<file path="config.mk">
export PLATFORM = sky130hd
export DESIGN_NAME = hazard_ctrl
export DESIGN_NICKNAME = d
export VERILOG_FILES = /design/src/rtl/hazard_pkg.sv /design/src/rtl/md_busy_timer.sv /design/src/rtl/hazard_ctrl.sv
export SDC_FILE = /design/constraint.sdc
export NUM_CORES = 1
export LEC_CHECK = 0
export CAP_MARGIN = 15
export CORE_MARGIN = 8
export CORE_UTILIZATION = 47
export CTS_CLUSTER_DIAMETER = 80
export DETAILED_ROUTE_END_ITERATION = 8
export GPL_ROUTABILITY_DRIVEN = 0
export PLACE_DENSITY_LB_ADDON = 0.08
export SYNTH_ARGS = -nofsm -noshare
export SYNTH_HDL_FRONTEND = slang
export SYNTH_SLANG_ARGS = --single-unit
export TNS_END_PERCENT = 5
</file>
<file path="constraint.sdc">
create_clock -name clk -period 3.4 [get_ports clk]
set_clock_uncertainty 0.1 [all_clocks]
set_input_delay 0.68 -clock clk [delete_from_list [all_inputs] [get_ports clk]]
set_output_delay 0.68 -clock clk [all_outputs]
set_load 0.005 [all_outputs]
</file>
<file path="src/rtl/hazard_pkg.sv">
// Shared defaults for the hazard controller and its busy timer.
package hazard_pkg;
    localparam int REG_AW_DEF   = 5;   // register-address width
    localparam int TW_DEF       = 2;   // Tuse/Tnew field width
    localparam int MULT_CYC_DEF = 5;   // mult/multu busy cycles after issue
    localparam int DIV_CYC_DEF  = 10;  // div/divu busy cycles after issue
    localparam int ZERO_REG     = 0;   // $zero: writes to it never create a hazard
endpackage

</file>
<file path="src/rtl/md_busy_timer.sv">
// HI/LO unit busy timer: loads the op latency on every start, counts down to 0.
module md_busy_timer
    import hazard_pkg::*;
#(
    parameter int MULT_CYC = MULT_CYC_DEF,
    parameter int DIV_CYC  = DIV_CYC_DEF
) (
    input  logic clk,
    input  logic reset,
    input  logic start,
    input  logic is_div,
    output logic busy
);
    localparam int MAX_CYC = (MULT_CYC > DIV_CYC) ? MULT_CYC : DIV_CYC;
    localparam int CW      = $clog2(MAX_CYC + 1);

    logic [CW-1:0] cnt;

    // Reload on any start (a new op restarts the count), else count down and hold at 0.
    always_ff @(posedge clk) begin
        if (reset)
            cnt <= '0;
        else if (start)
            cnt <= is_div ? CW'(DIV_CYC) : CW'(MULT_CYC);
        else if (cnt != '0)
            cnt <= cnt - CW'(1);
    end

    // Busy covers the issue cycle itself; forced low while reset is held.
    assign busy = ~reset & (start | (cnt != '0));
endmodule

</file>
<file path="src/rtl/hazard_ctrl.sv">
// Pipeline hazard controller: Tuse/Tnew data-hazard stall plus HI/LO busy stall.
module hazard_ctrl
    import hazard_pkg::*;
#(
    parameter int REG_AW   = REG_AW_DEF,
    parameter int TW       = TW_DEF,
    parameter int MULT_CYC = MULT_CYC_DEF,
    parameter int DIV_CYC  = DIV_CYC_DEF,
    parameter int CNT_W    = 32
) (
    input  logic              clk,
    input  logic              reset,
    input  logic [REG_AW-1:0] a1_d,
    input  logic [REG_AW-1:0] a2_d,
    input  logic              use_rs_d,
    input  logic              use_rt_d,
    input  logic [TW-1:0]     tuse_rs_d,
    input  logic [TW-1:0]     tuse_rt_d,
    input  logic [REG_AW-1:0] a3_e,
    input  logic [REG_AW-1:0] a3_m,
    input  logic              we_e,
    input  logic              we_m,
    input  logic [TW-1:0]     tnew_e,
    input  logic [TW-1:0]     tnew_m,
    input  logic              md_start_e,
    input  logic              md_is_div_e,
    input  logic              md_use_d,
    output logic              stall,
    output logic              en_pc,
    output logic              en_d,
    output logic              flush_e,
    output logic              md_busy,
    output logic [CNT_W-1:0]  stall_cnt
);
    // Index 0 = rs / E stage, index 1 = rt / M stage.
    logic [1:0][REG_AW-1:0] src_a;
    logic [1:0]             src_use;
    logic [1:0][TW-1:0]     src_tuse;
    logic [1:0][REG_AW-1:0] dst_a;
    logic [1:0]             dst_we;
    logic [1:0][TW-1:0]     dst_tnew;
    logic [1:0][1:0]        haz;
    logic                   data_haz;
    logic                   md_haz;

    assign src_a    = {a2_d, a1_d};
    assign src_use  = {use_rt_d, use_rs_d};
    assign src_tuse = {tuse_rt_d, tuse_rs_d};
    assign dst_a    = {a3_m, a3_e};
    assign dst_we   = {we_m, we_e};
    assign dst_tnew = {tnew_m, tnew_e};

    // A producer still needing more cycles than the consumer can wait forces a stall.
    for (genvar s = 0; s < 2; s++) begin : g_src
        for (genvar x = 0; x < 2; x++) begin : g_stage
            assign haz[s][x] = src_use[s] & dst_we[x]
                             & (dst_a[x] != REG_AW'(ZERO_REG))
                             & (dst_a[x] == src_a[s])
                             & (dst_tnew[x] > src_tuse[s]);
        end
    end

    md_busy_timer #(
        .MULT_CYC (MULT_CYC),
        .DIV_CYC  (DIV_CYC)
    ) u_md_timer (
        .clk    (clk),
        .reset  (reset),
        .start  (md_start_e),
        .is_div (md_is_div_e),
        .busy   (md_busy)
    );

    assign data_haz = |haz;
    assign md_haz   = md_use_d & md_busy;
    assign stall    = ~reset & (data_haz | md_haz);
    assign en_pc    = ~stall;
    assign en_d     = ~stall;
    assign flush_e  = stall;

    // Saturating count of stalled cycles.
    always_ff @(posedge clk) begin
        if (reset)
            stall_cnt <= '0;
        else if (stall && (stall_cnt != '1))
            stall_cnt <= stall_cnt + CNT_W'(1);
    end
endmodule

</file>
Cell classes on the final placement:
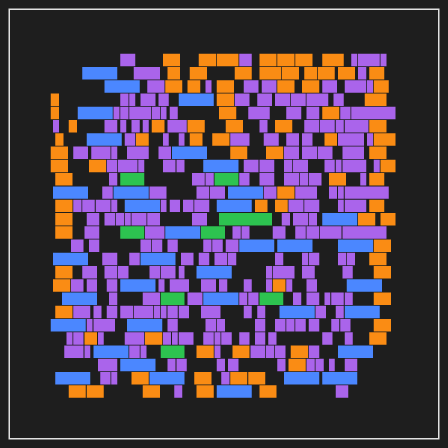
- green: clock drivers and dummy loads (cells 8)
- orange: other buffers and delay cells (cells 84)
- blue: flops (cells 36)
- purple: combinational and other logic (cells 241)
placeable core region: 0.00504 mm²
share of the core filled with cells in the final layout: 0.682
fraction of area in registers: 0.210

Placement density heat map:
The die is cut into 9 by 9 equal tiles; black is low, pale yellow is high, 0 to 100% covered.
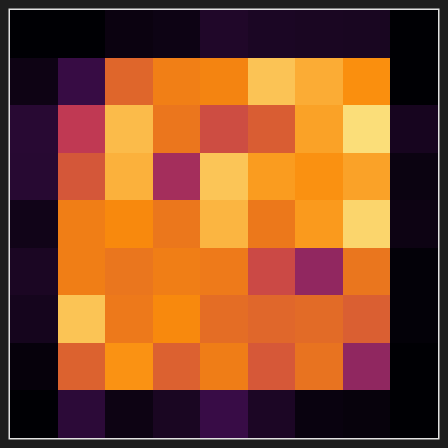
- densest ninth of the die: centre
- mean over tiles: 44%
- tiles over 75% full: 20%
- nearly empty tiles: 14%
- fullest tile: 93%
effective utilization at floorplan: 0.480

==> results.txt <==
impl run done, here's what came out: Synth top cell by count=sky130_fd_sc_hd__dfxtp_1, Root Buffer=sky130_fd_sc_hd__clkbuf_8, final non-filler cell total=439, Worst Hold Margin=0.397 ns, horizontal die size=87.8 µm, vertical die size=87.8 µm, number of distinct library cells after synthesis=48, DRC viols=0, total cells reported by yosys after synthesis=slightly below 300, number of buffer cells added on primary ports=73, CTS tree=built, worst path arrival time=2.49 ns, number of rows in the core area=26, total power density per cell area=309 mW/mm², non-clock inverter count in the final layout=10, Non-Clock Buffer Area Fraction=0.232, number of max-slew violations in the final report=0, register bit count reported by yosys=36, clock input transition at the sequential cells of the worst setup and hold paths=0.08 ns, actual transition at the worst max-transition pin=about 0.54 ns, hold bufs inserted after CTS=0, share of post-route cells with drive strength above 1=0.146, estimated wirelength of the detail-placed design=a little over 5 mm, yosys synthesis chip area=roughly 0.0024 mm², number of iterations in the first detailed-routing pass=4, part of the Yosys area used for sequential elements=0.298, main area contributors=sky130_fd_sc_hd__dfxtp_1, sky130_fd_sc_hd__ha_1, sky130_fd_sc_hd__xnor2_1, number of clock buffer instances in the layout=7, cts bufs inserted=5, critical path peak fanout=3, result of the run=complete, no violations, type of the worst min-delay path=register to register, kind of launch point of the worst setup path=input port, endpoint class of the critical path=output port, Filler Cell Count=416, top cells by count, synth=sky130_fd_sc_hd__dfxtp_1, sky130_fd_sc_hd__a21oi_1, sky130_fd_sc_hd__nand2_1, source-to-sink clock delay at the later pin of the worst-skew pair=0.29 ns, final worst path period share=0.962, share of final layout cell area taken by clock buffers and inverters=0.0368, Detailed Route Iter0 Violations=around 150, setup TNS=0 ns, total wire length=6.97 mm, routed via count divided by cell count=5.65, count of synthesis-stage warnings from yosys=0, number of setup buffers added after CTS=0, library cell occupying the most area in the post-synthesis netlist=sky130_fd_sc_hd__dfxtp_1, total number of sequential cells=36, netlist area before placement=0.00242 mm², post-synth net total=342, leakage power=between 1 and 1.5 nW, routed wirelength normalized by instance count=15.9 µm, global-route wire length before repair=11.4 mm, Placed Instance Area=0.00324 mm²
Sequential cells coloured by netlist name:
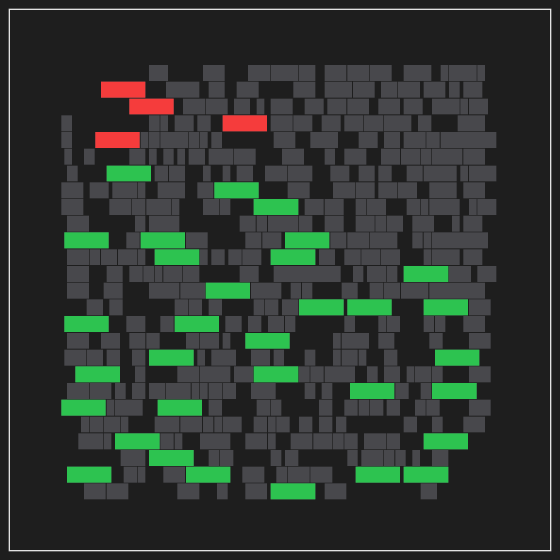
- red: u_md_timer.cnt (sequential cells 4; where north-west)
- green: stall_cnt (sequential cells 32)
sequential cell area: 721 µm²
power consumed by sequential cells: 439 µW

Drive-strength map:
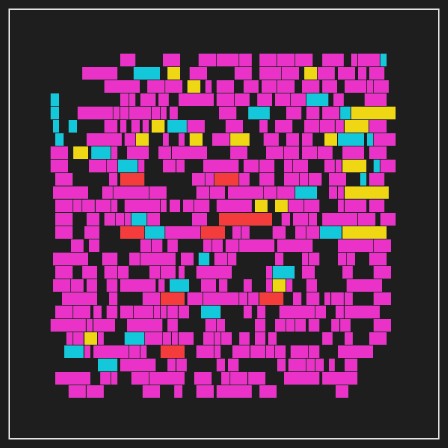
- red: _6 and larger (cells 8; most used clkbuf_8)
- magenta: _0 and _1 cells (cells 315; most used clkdlybuf4s50_1)
- cyan: _2 cells (cells 28; most used mux2_2)
- yellow: _3 and _4 cells (cells 18; most used buf_4)
Non-Filler Cell Area, Final: 0.00344 mm²
minimum setup slack in the final design: 0.128 ns
Plain + repair buffers: 84
Area growth syn-to-layout: 42.0%

power breakdown:
part | leakage (nW) | internal (mW) | switching, mW | total, mW
Sequential | 0.291 | 0.431 | 0.00856 | 0.439
Combinational | 0.924 | 0.106 | 0.0955 | 0.201
Clock | 0.0645 | 0.259 | 0.162 | 0.421
Total | 1.28 | 0.795 | 0.266 | 1.06
kinds of logic after synthesis:
group           synth area share
compound gates             0.152
fa+ha+maj                 0.0568
xor+xnor                  0.0796
simple gates               0.314
flops                      0.298
buf+inv                   0.0537
mux                       0.0460
worst paths after layout:
kind                      from  depth (start not counted)  slack (ns)             to
max                    a3_m[0]                          9        0.13          stall
min reg2reg      stall_cnt[23]                          2        0.40  stall_cnt[23]
max reg2reg  u_md_timer.cnt[0]                          9        0.91  stall_cnt[18]
min              stall_cnt[23]                          2        0.40  stall_cnt[23]
sequential cells by signal (all words and copies together) (netlist names):
signal,cells
stall_cnt,32
u_md_timer.cnt,4
worst max-delay path: stages:
cell,delay [ns]
sky130_fd_sc_hd__clkdlybuf4s50_1,0.54
sky130_fd_sc_hd__xnor2_1,0.14
sky130_fd_sc_hd__nand3_1,0.10
sky130_fd_sc_hd__nor4_2,0.29
sky130_fd_sc_hd__o221ai_1,0.16
sky130_fd_sc_hd__and3_4,0.20
sky130_fd_sc_hd__or2_4,0.24
sky130_fd_sc_hd__inv_2,0.05
sky130_fd_sc_hd__buf_2,0.10
metal layers:
metal / up-vias / wire (µm) / global-route usage
met5: - / 0 / 0
met4: 0 / 91 / 0.0484
met3: 8 / 372 / 0.0403
met2: 62 / 3420 / 0.309
met1: 1171 / 3090 / 0.225
li1: 1241 / - / -
No activity file was given, so power comes from the tool's default toggle rates.
